ff_map.png
Bar = 200 um. Other sequential cells in the stronger grey, the rest of the logic in the fainter grey.
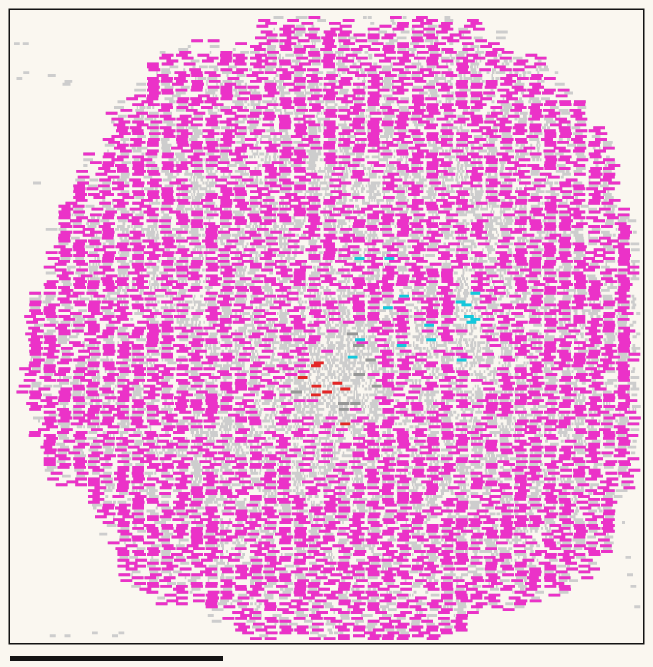
placed.png
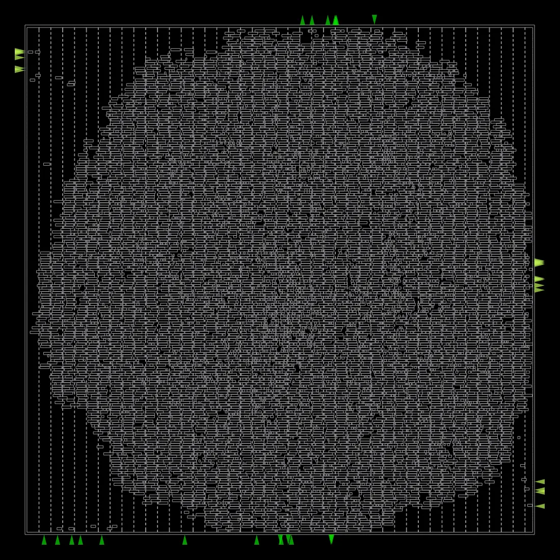
port_trees.png
Bar = 200 um.
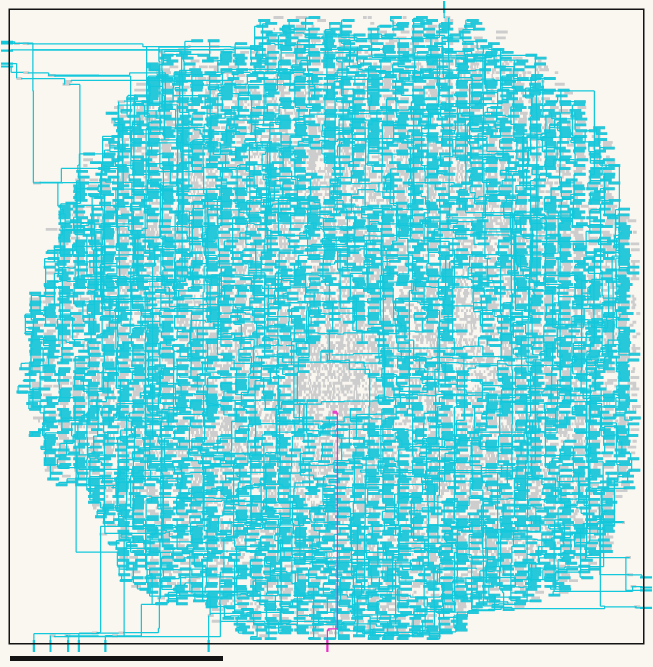
## src/rtl/sync_fifo_if.sv

```systemverilog
// rtl/sync_fifo_if.sv - request/status bundle between a FIFO producer/consumer and sync_fifo
//
// Purpose: groups the write/read requests, data and status flags of sync_fifo.
// Signals:
//   wr_en    write request (accepted only when full = 0)
//   rd_en    read request (accepted only when empty = 0)
//   data_in  word written on an accepted write
//   data_out read data (registered or fall-through, see sync_fifo)
//   full     FIFO holds 2^ADDR_WIDTH words
//   empty    FIFO holds 0 words
// Modports: master drives requests/data_in; slave (the FIFO) drives data_out and flags.
interface sync_fifo_if #(
  parameter int DATA_WIDTH = 16
);
  logic                  wr_en;
  logic                  rd_en;
  logic [DATA_WIDTH-1:0] data_in;
  logic [DATA_WIDTH-1:0] data_out;
  logic                  full;
  logic                  empty;

  modport master (
    output wr_en,
    output rd_en,
    output data_in,
    input  data_out,
    input  full,
    input  empty
  );

  modport slave (
    input  wr_en,
    input  rd_en,
    input  data_in,
    output data_out,
    output full,
    output empty
  );
endinterface

```

## src/rtl/sync_fifo.sv

```systemverilog
// rtl/sync_fifo.sv - single-clock FIFO with full/empty flags and optional fall-through output
//
// Purpose: buffers DATA_WIDTH-bit words (e.g. RGB565 pixels) between the UART
// assembly path and the TFT writer. Storage is a 2^ADDR_WIDTH-entry register array.
// Ports:
//   clk      single clock, all state changes on the rising edge
//   reset_n  asynchronous active-low reset (pointers and data_out cleared, memory kept)
//   bus      sync_fifo_if.slave: wr_en, rd_en, data_in in; data_out, full, empty out
// Build option:
//   SYNC_FIFO_FWFT_EN  when defined, data_out shows the head word continuously
//                      (first-word-fall-through); otherwise data_out is a register
//                      loaded on each accepted read.
module sync_fifo #(
  parameter int DATA_WIDTH = 16,
  parameter int ADDR_WIDTH = 8
) (
  input  logic        clk,
  input  logic        reset_n,
  sync_fifo_if.slave  bus
);

  localparam int DEPTH = 1 << ADDR_WIDTH;
  localparam logic [ADDR_WIDTH:0] PTR_ONE = {{ADDR_WIDTH{1'b0}}, 1'b1};

  // Pointers carry one extra wrap bit so full and empty are distinguishable
  // when the address bits coincide.
  logic [ADDR_WIDTH:0]   r_wr_ptr;
  logic [ADDR_WIDTH:0]   r_rd_ptr;
  logic [ADDR_WIDTH-1:0] wr_index;
  logic [ADDR_WIDTH-1:0] rd_index;
  logic                  w_full;
  logic                  w_empty;
  logic                  w_wr_accept;
  logic                  w_rd_accept;
  logic [DATA_WIDTH-1:0] r_mem [DEPTH];
  logic [DATA_WIDTH-1:0] w_head;

  assign wr_index = r_wr_ptr[ADDR_WIDTH-1:0];
  assign rd_index = r_rd_ptr[ADDR_WIDTH-1:0];

  assign w_empty = (r_wr_ptr == r_rd_ptr);
  assign w_full  = (wr_index == rd_index) &&
                   (r_wr_ptr[ADDR_WIDTH] != r_rd_ptr[ADDR_WIDTH]);

  // Acceptance uses the pre-edge flags, so a simultaneous write+read on a
  // full FIFO only reads and on an empty FIFO only writes.
  assign w_wr_accept = bus.wr_en && !w_full;
  assign w_rd_accept = bus.rd_en && !w_empty;

  assign w_head = r_mem[rd_index];

  always_ff @(posedge clk or negedge reset_n) begin
    if (!reset_n) begin
      r_wr_ptr <= '0;
      r_rd_ptr <= '0;
    end else begin
      if (w_wr_accept) begin
        r_wr_ptr <= r_wr_ptr + PTR_ONE;
      end
      if (w_rd_accept) begin
        r_rd_ptr <= r_rd_ptr + PTR_ONE;
      end
    end
  end

  // Memory is deliberately left out of reset.
  always_ff @(posedge clk) begin
    if (w_wr_accept) begin
      r_mem[wr_index] <= bus.data_in;
    end
  end

`ifdef SYNC_FIFO_FWFT_EN
  // Head word is visible as soon as the FIFO is non-empty; forced to 0 when empty.
  assign bus.data_out = w_empty ? '0 : w_head;
`else
  logic [DATA_WIDTH-1:0] r_data_out;

  always_ff @(posedge clk or negedge reset_n) begin
    if (!reset_n) begin
      r_data_out <= '0;
    end else if (w_rd_accept) begin
      r_data_out <= w_head;
    end
  end

  assign bus.data_out = r_data_out;
`endif

  assign bus.full  = w_full;
  assign bus.empty = w_empty;

endmodule

```

## src/flat_wrapper.sv

```systemverilog
// flat-port wrapper written by rule: the top's interface ports become plain ports
module sync_fifo_flat 
#(
  parameter int DATA_WIDTH = 16,
  parameter int ADDR_WIDTH = 8
)
  (clk, reset_n, bus_wr_en, bus_rd_en, bus_data_in, bus_data_out, bus_full, bus_empty);
  sync_fifo_if #(.DATA_WIDTH(DATA_WIDTH)) bus_i ();
  input  logic clk;
  input  logic reset_n;
  input wire logic [$bits(bus_i.wr_en)-1:0] bus_wr_en;
  input wire logic [$bits(bus_i.rd_en)-1:0] bus_rd_en;
  input wire logic [$bits(bus_i.data_in)-1:0] bus_data_in;
  output wire logic [$bits(bus_i.data_out)-1:0] bus_data_out;
  output wire logic [$bits(bus_i.full)-1:0] bus_full;
  output wire logic [$bits(bus_i.empty)-1:0] bus_empty;
  assign bus_i.wr_en = bus_wr_en;
  assign bus_i.rd_en = bus_rd_en;
  assign bus_i.data_in = bus_data_in;
  assign bus_data_out = bus_i.data_out;
  assign bus_full = bus_i.full;
  assign bus_empty = bus_i.empty;
  sync_fifo #(.DATA_WIDTH(DATA_WIDTH), .ADDR_WIDTH(ADDR_WIDTH)) u_core (.clk(clk), .reset_n(reset_n), .bus(bus_i));
endmodule
```

## config.mk

```make
export PLATFORM = sky130hd
export DESIGN_NAME = sync_fifo_flat
export DESIGN_NICKNAME = d
export VERILOG_FILES = /design/src/rtl/sync_fifo_if.sv /design/src/rtl/sync_fifo.sv /design/src/flat_wrapper.sv
export SDC_FILE = /design/constraint.sdc
export NUM_CORES = 2
export LEC_CHECK = 0
export CAP_MARGIN = 20
export CELL_PAD_IN_SITES_DETAIL_PLACEMENT = 1
export CELL_PAD_IN_SITES_GLOBAL_PLACEMENT = 2
export CORE_MARGIN = 2
export CORE_UTILIZATION = 46
export DETAILED_ROUTE_END_ITERATION = 16
export PLACE_DENSITY = 0.76
export SKIP_LAST_GASP = 1
export SYNTH_ARGS = -nofsm -noshare
export SYNTH_HDL_FRONTEND = slang
export SYNTH_SLANG_ARGS = --single-unit
```

## constraint.sdc

```tcl
create_clock -name clk -period 3.3 [get_ports clk]
set_input_delay 0.66 -clock clk [delete_from_list [all_inputs] [get_ports clk]]
set_output_delay 0.66 -clock clk [all_outputs]
set_load 0.01 [all_outputs]
```

==> flow_summary.json <==
{
  "diodes": 11,
  "synthesis.area_um2": 159700,
  "holdBufCountCts": 1,
  "synth_cell_type_count": 76,
  "setup_slack_ps": -301.4,
  "clock_latency_ps": 1000,
  "drv_cap": 1,
  "rsz0062_at_grt": "yes",
  "dpl.cell_count": 12500,
  "status": "finished, violations left",
  "buf_share_pct": 8.212,
  "warnings": 50,
  "setup_viol": 18,
  "critPathLaunchType": "register",
  "clockNetworkAreaShare_pct": 7.078,
  "violations": "capacitance limit, setup timing",
  "top_cell": "edfxtp_1",
  "drc": 0,
  "cp.depth": 9,
  "ys_ff": 4130
}
Notes on ff_map.png above:
legend:
  cyan:
    netlist_name: u_core.bus.data_out
    flops: 16
  magenta:
    netlist_name: u_core.r_mem
    flops: 4,096
    where: spread over the die
  red:
    netlist_name: u_core.r_wr_ptr
    flops: 9
    where: centre
not coloured: 9
fin util: 56.02%
Seq area share: 63.92%
seq pwr: 0.0590 W
register area: 123,900 um2

Notes on placed.png above:
non-filler cells, final: 13,480
Well Taps: 4,578
total core area: 345,900 um2
registers: 4,130
Fillers: 29,390

Notes on port_trees.png above:
legend:
  magenta:
    port: bus_full
    bits: 1
    direction: output
    edge: bottom
    end_cells: 1
    buffers: 1
    wire: 227 um
  cyan:
    port: bus_data_in
    bits: 16
    direction: input
    edge: 6 bottom, 5 left, 4 right, 1 top
    end_cells: 4,096
    buffers: 77
    wire: 74.6 mm
Port Buffers: 37
I/O Pins: 38

[power breakdown]
part	switching, W	total, W	internal [W]	leakage (nW)
clock	0.0205	0.0480	0.0275	6.73
sequential	0.000622	0.0590	0.0583	37.2
combinational	0.0322	0.0581	0.0259	18.7
total	0.0533	0.165	0.112	62.7
[flip-flops by register name, summed over array words and instances (netlist names)]
name                 cells
u_core.r_mem          4096
u_core.bus.data_out     16
u_core.r_rd_ptr          9
u_core.r_wr_ptr          9
[kinds of logic (layout without fill, tap and decap cells)]
logic type,count (synthesis),count (layout)
flops,4130,4130
fa+ha+maj,5,5
simple gates,684,684
mux,1349,1349
compound gates,641,641
other cells,0,11
xor+xnor,26,26
buf+inv,439,2058
Power and IR drop assume default switching activity.
